==> config.mk <==
export PLATFORM = sky130hd
export DESIGN_NAME = mult_sched
export DESIGN_NICKNAME = d
export VERILOG_FILES = /design/src/rtl/mult_sched_pkg.sv /design/src/rtl/mult_resp_fifo.sv /design/src/rtl/mult_sched.sv
export SDC_FILE = /design/constraint.sdc
export NUM_CORES = 1
export LEC_CHECK = 0
export CAP_MARGIN = 20
export CELL_PAD_IN_SITES_DETAIL_PLACEMENT = 1
export CELL_PAD_IN_SITES_GLOBAL_PLACEMENT = 1
export CORE_MARGIN = 2
export CORE_UTILIZATION = 40
export CTS_CLUSTER_SIZE = 30
export DETAILED_ROUTE_END_ITERATION = 6
export PLACE_DENSITY = 0.79
export SYNTH_ARGS = -nofsm -noshare
export SYNTH_HDL_FRONTEND = slang
export SYNTH_SLANG_ARGS = --single-unit
==> constraint.sdc <==
create_clock -name i_clk -period 5.77 [get_ports i_clk]
set_input_delay 1.4425 -clock i_clk [delete_from_list [all_inputs] [get_ports i_clk]]
set_output_delay 1.4425 -clock i_clk [all_outputs]
set_load 0.02 [all_outputs]
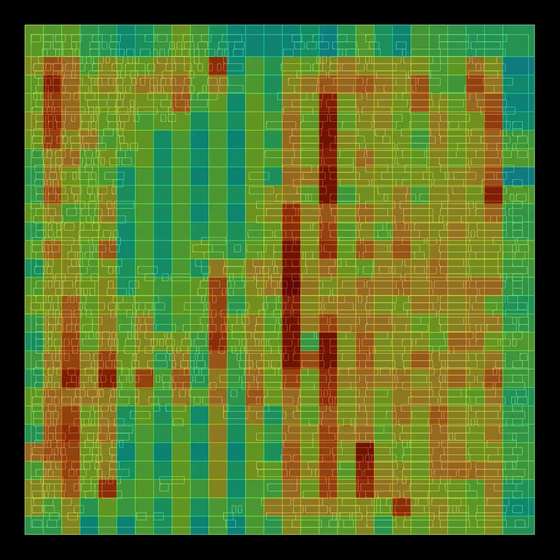
Fig. 1. Track usage over the die.
global-route track usage on met2: 34.52%
Global Route Usage Sum: 19.90%
GR peak layer: met2

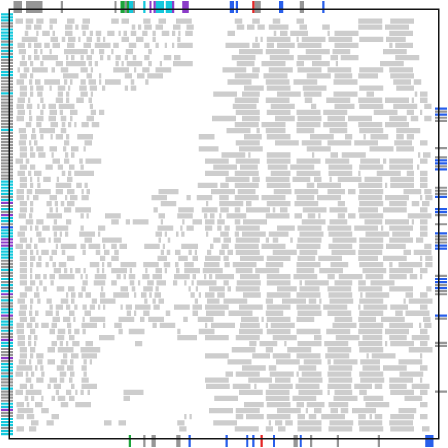
Fig. 2. I/O pins on the die edge.
Pins as bars across the die edge, other pins in gray.
Key: red = `o_resp_id` [pins 2, direction output, edge 1 top, 1 bottom]; green = `o_req_ready` [pins 4, direction output, edge 3 top, 1 bottom]; cyan = `i_req_a` [pins 64, direction input, edge 54 left, 10 top]; purple = `o_mul_a` [pins 16, direction output, edge 10 left, 6 top]; blue = `i_mul_p` [pins 32, direction input, edge 15 right, 10 bottom, 6 top, 1 left]
overall die width: 191.3 um
Vert. Die Dim: 191.3 um
total of buffers placed on input and output ports: 244

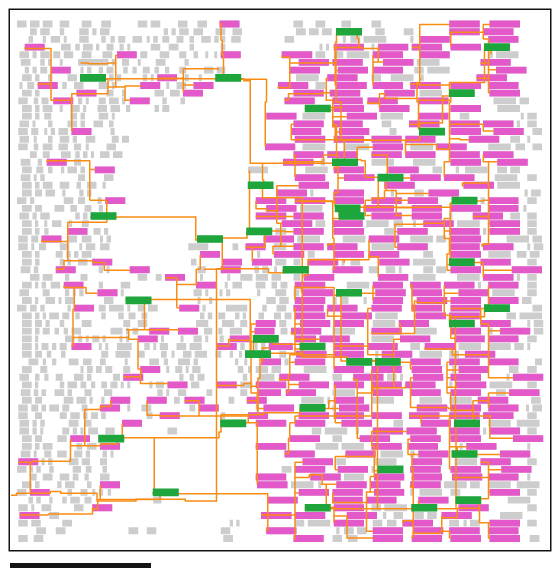
Fig. 3. Clock distribution.
Bar = 50 um.
Key: orange = clock wires [length 4080 um]; green = clock-net drivers [count 37]; magenta = flip-flops [count 337]
There are 38 routed clock nets.
clock share of power: 32.6%
latest clock arrival within the worst-skew pair: 520 ps
setup clock skew after layout: 16.67 ps
power dissipated in the clock network: 2210 uW

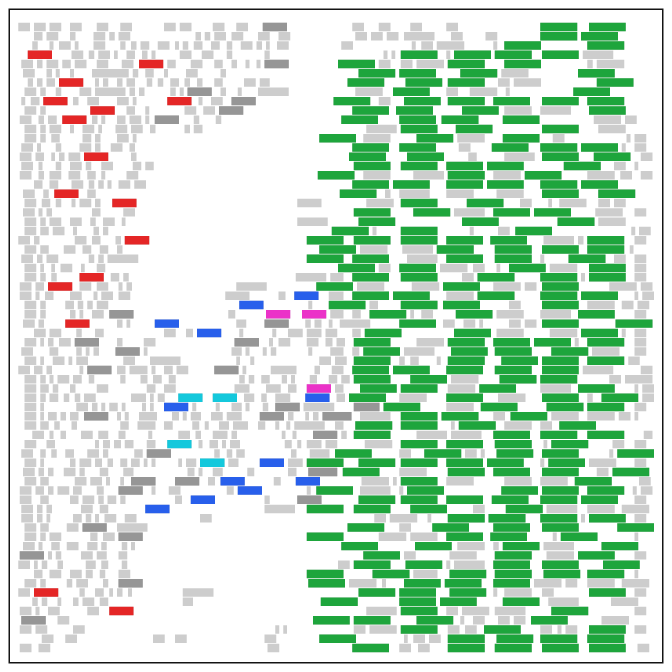
Fig. 4. Where the registers sit.
Other sequential cells in the stronger gray, the rest of the logic in the fainter gray.
Key: blue = `r_tag` [sequential cells 12]; cyan = `r_cnt` [sequential cells 4]; magenta = `u_resp_fifo.r_wr` [sequential cells 3]; red = `o_mul_b` [sequential cells 16]; green = `u_resp_fifo.r_mem` [sequential cells 272]
Another 30 sequential cells are not colored.
Storage cell area: 9478 sq um
final design utilization: 52.34%
sequential fraction of total cell area: 52.42%
flip-flop and latch power: 2850 uW

==> summary.rpt <==
LAYOUT
-----------------------------------------------------------------------------------------------
Non-clock buffer instance count of the final layout                                         265
Most common logic cell in the routed design                                        sky130_fd_sc_hd__edfxtp_1
Highest-count cells in the layout ignoring fill and taps                           sky130_fd_sc_hd__edfxtp_1 (272), sky130_fd_sc_hd__clkdlybuf4s50_1 (243), sky130_fd_sc_hd__a21oi_1 (103)
Number of signal-net inverters in the final layout                                           11
Clkbuf count                                                                                 45
Final cell area excluding filler cells                                              18080 sq um
Combinational share of cell area                                                         23.49%
Non-filler cells, final                                                                    1647
Logic cell area                                                                      4247 sq um
Flop count                                                                                  337
Biggest cell category by area in the final layout                                  flip-flops and latches

WORST SETUP PATH
-----------------------------------------------------------------------------------------------
Cell family with most CP delay                                                     buffers and inverters
Critical path capture point type                                                   primary output
Stage delay of the slowest cell on the critical path                                     680 ps
Data required time of the critical path                                                 4330 ps
Crit Path Class                                                                    input port to primary output
Cells along the critical path                                                      clkdlybuf4s50_1, nand2b_1, a21oi_1, a211o_1, inv_1, ha_2, and2_1, clkdlybuf4s50_1
Crit path top cell by count                                                        sky130_fd_sc_hd__clkdlybuf4s50_1
Length in cells of the worst reg-to-reg path                                                 12
Worst-path maximum fanout                                                                     5

SYNTHESIS
-----------------------------------------------------------------------------------------------
Total cell area reported by yosys after synthesis                                   14030 sq um
Post-synthesis share of cell area spent on xor and xnor gates                           0.4993%
Synth async-reset ratio                                                                      0%
Area share of the largest cell type after synthesis                                      58.21%
Yosys cell types                                                                             39
Primary flip-flop cell chosen by synthesis mapping                                 sky130_fd_sc_hd__edfxtp_1
Dominant comb cell                                                                 multiplexers
Top area cells in the synthesized netlist                                          sky130_fd_sc_hd__edfxtp_1 (58%), sky130_fd_sc_hd__mux4_2 (11%), sky130_fd_sc_hd__dfxtp_1 (9.3%)
Sequential cell area fraction in the yosys report                                        67.48%
Mapped Cells                                                                                926
Area fraction in compound gates after synthesis                                          6.340%
Mux share of post-synthesis cell area                                                    13.55%
Count of flip-flops with a built-in enable after synthesis                                  272
Adder-cell area share of the yosys netlist                                               1.391%
Most instantiated cells after synthesis                                            sky130_fd_sc_hd__edfxtp_1 (272), sky130_fd_sc_hd__a21oi_1 (103), sky130_fd_sc_hd__nor2_1 (93)

STATUS
-----------------------------------------------------------------------------------------------
Run status                                                                         complete, no violations

CTS
-----------------------------------------------------------------------------------------------
Clock input transition at the sequential cells of the worst setup and hold paths          50 ps
Post-CTS setup repair buffer count                                                            0
Total number of clock tree sinks                                                            337
Post-cts repair resize count                                                                  0
Maximum level of the CTS H-tree                                                               2

STA
-----------------------------------------------------------------------------------------------
TNS Setup                                                                                  0 ps
Final count of hold timing violations                                                         0
Worst hold slack                                                                       438.5 ps
Top achievable clock speed                                                           0.1979 GHz
Fraction of the cycle the final worst path needs                                         87.58%
Clock period minus final worst setup slack                                              5053 ps

POWER AND IR DROP
-----------------------------------------------------------------------------------------------
Top Consumer                                                                          registers
P per Cell Area                                                                    375.6 nW/um^2
Switching power of the nets                                                             1964 uW
Lkg Pwr                                                                             0.005895 uW
Post-layout power                                                                       6791 uW
Comb group                                                                              1730 uW

ROUTE
-----------------------------------------------------------------------------------------------
Number of DRC violations after detailed routing                                               0
Met2 wire len                                                                          17.98 mm
Highest metal layer used by the detailed router                                            met5
WL/cell                                                                                21.94 um
Via count                                                                                  8801

PLACE
-----------------------------------------------------------------------------------------------
Global placer's final weighted congestion                                                0.7777

RUN
-----------------------------------------------------------------------------------------------
Max-cap violations                                                                            0

GLOBAL ROUTE
-----------------------------------------------------------------------------------------------
Wire length of the first global-routing pass                                           55.15 mm
Number of global-route vias before repair                                                  9631
Remaining global-route overflow                                                               0
Met3 track utilization from global routing                                               6.077%

Power is estimated from default activity; no workload was simulated.
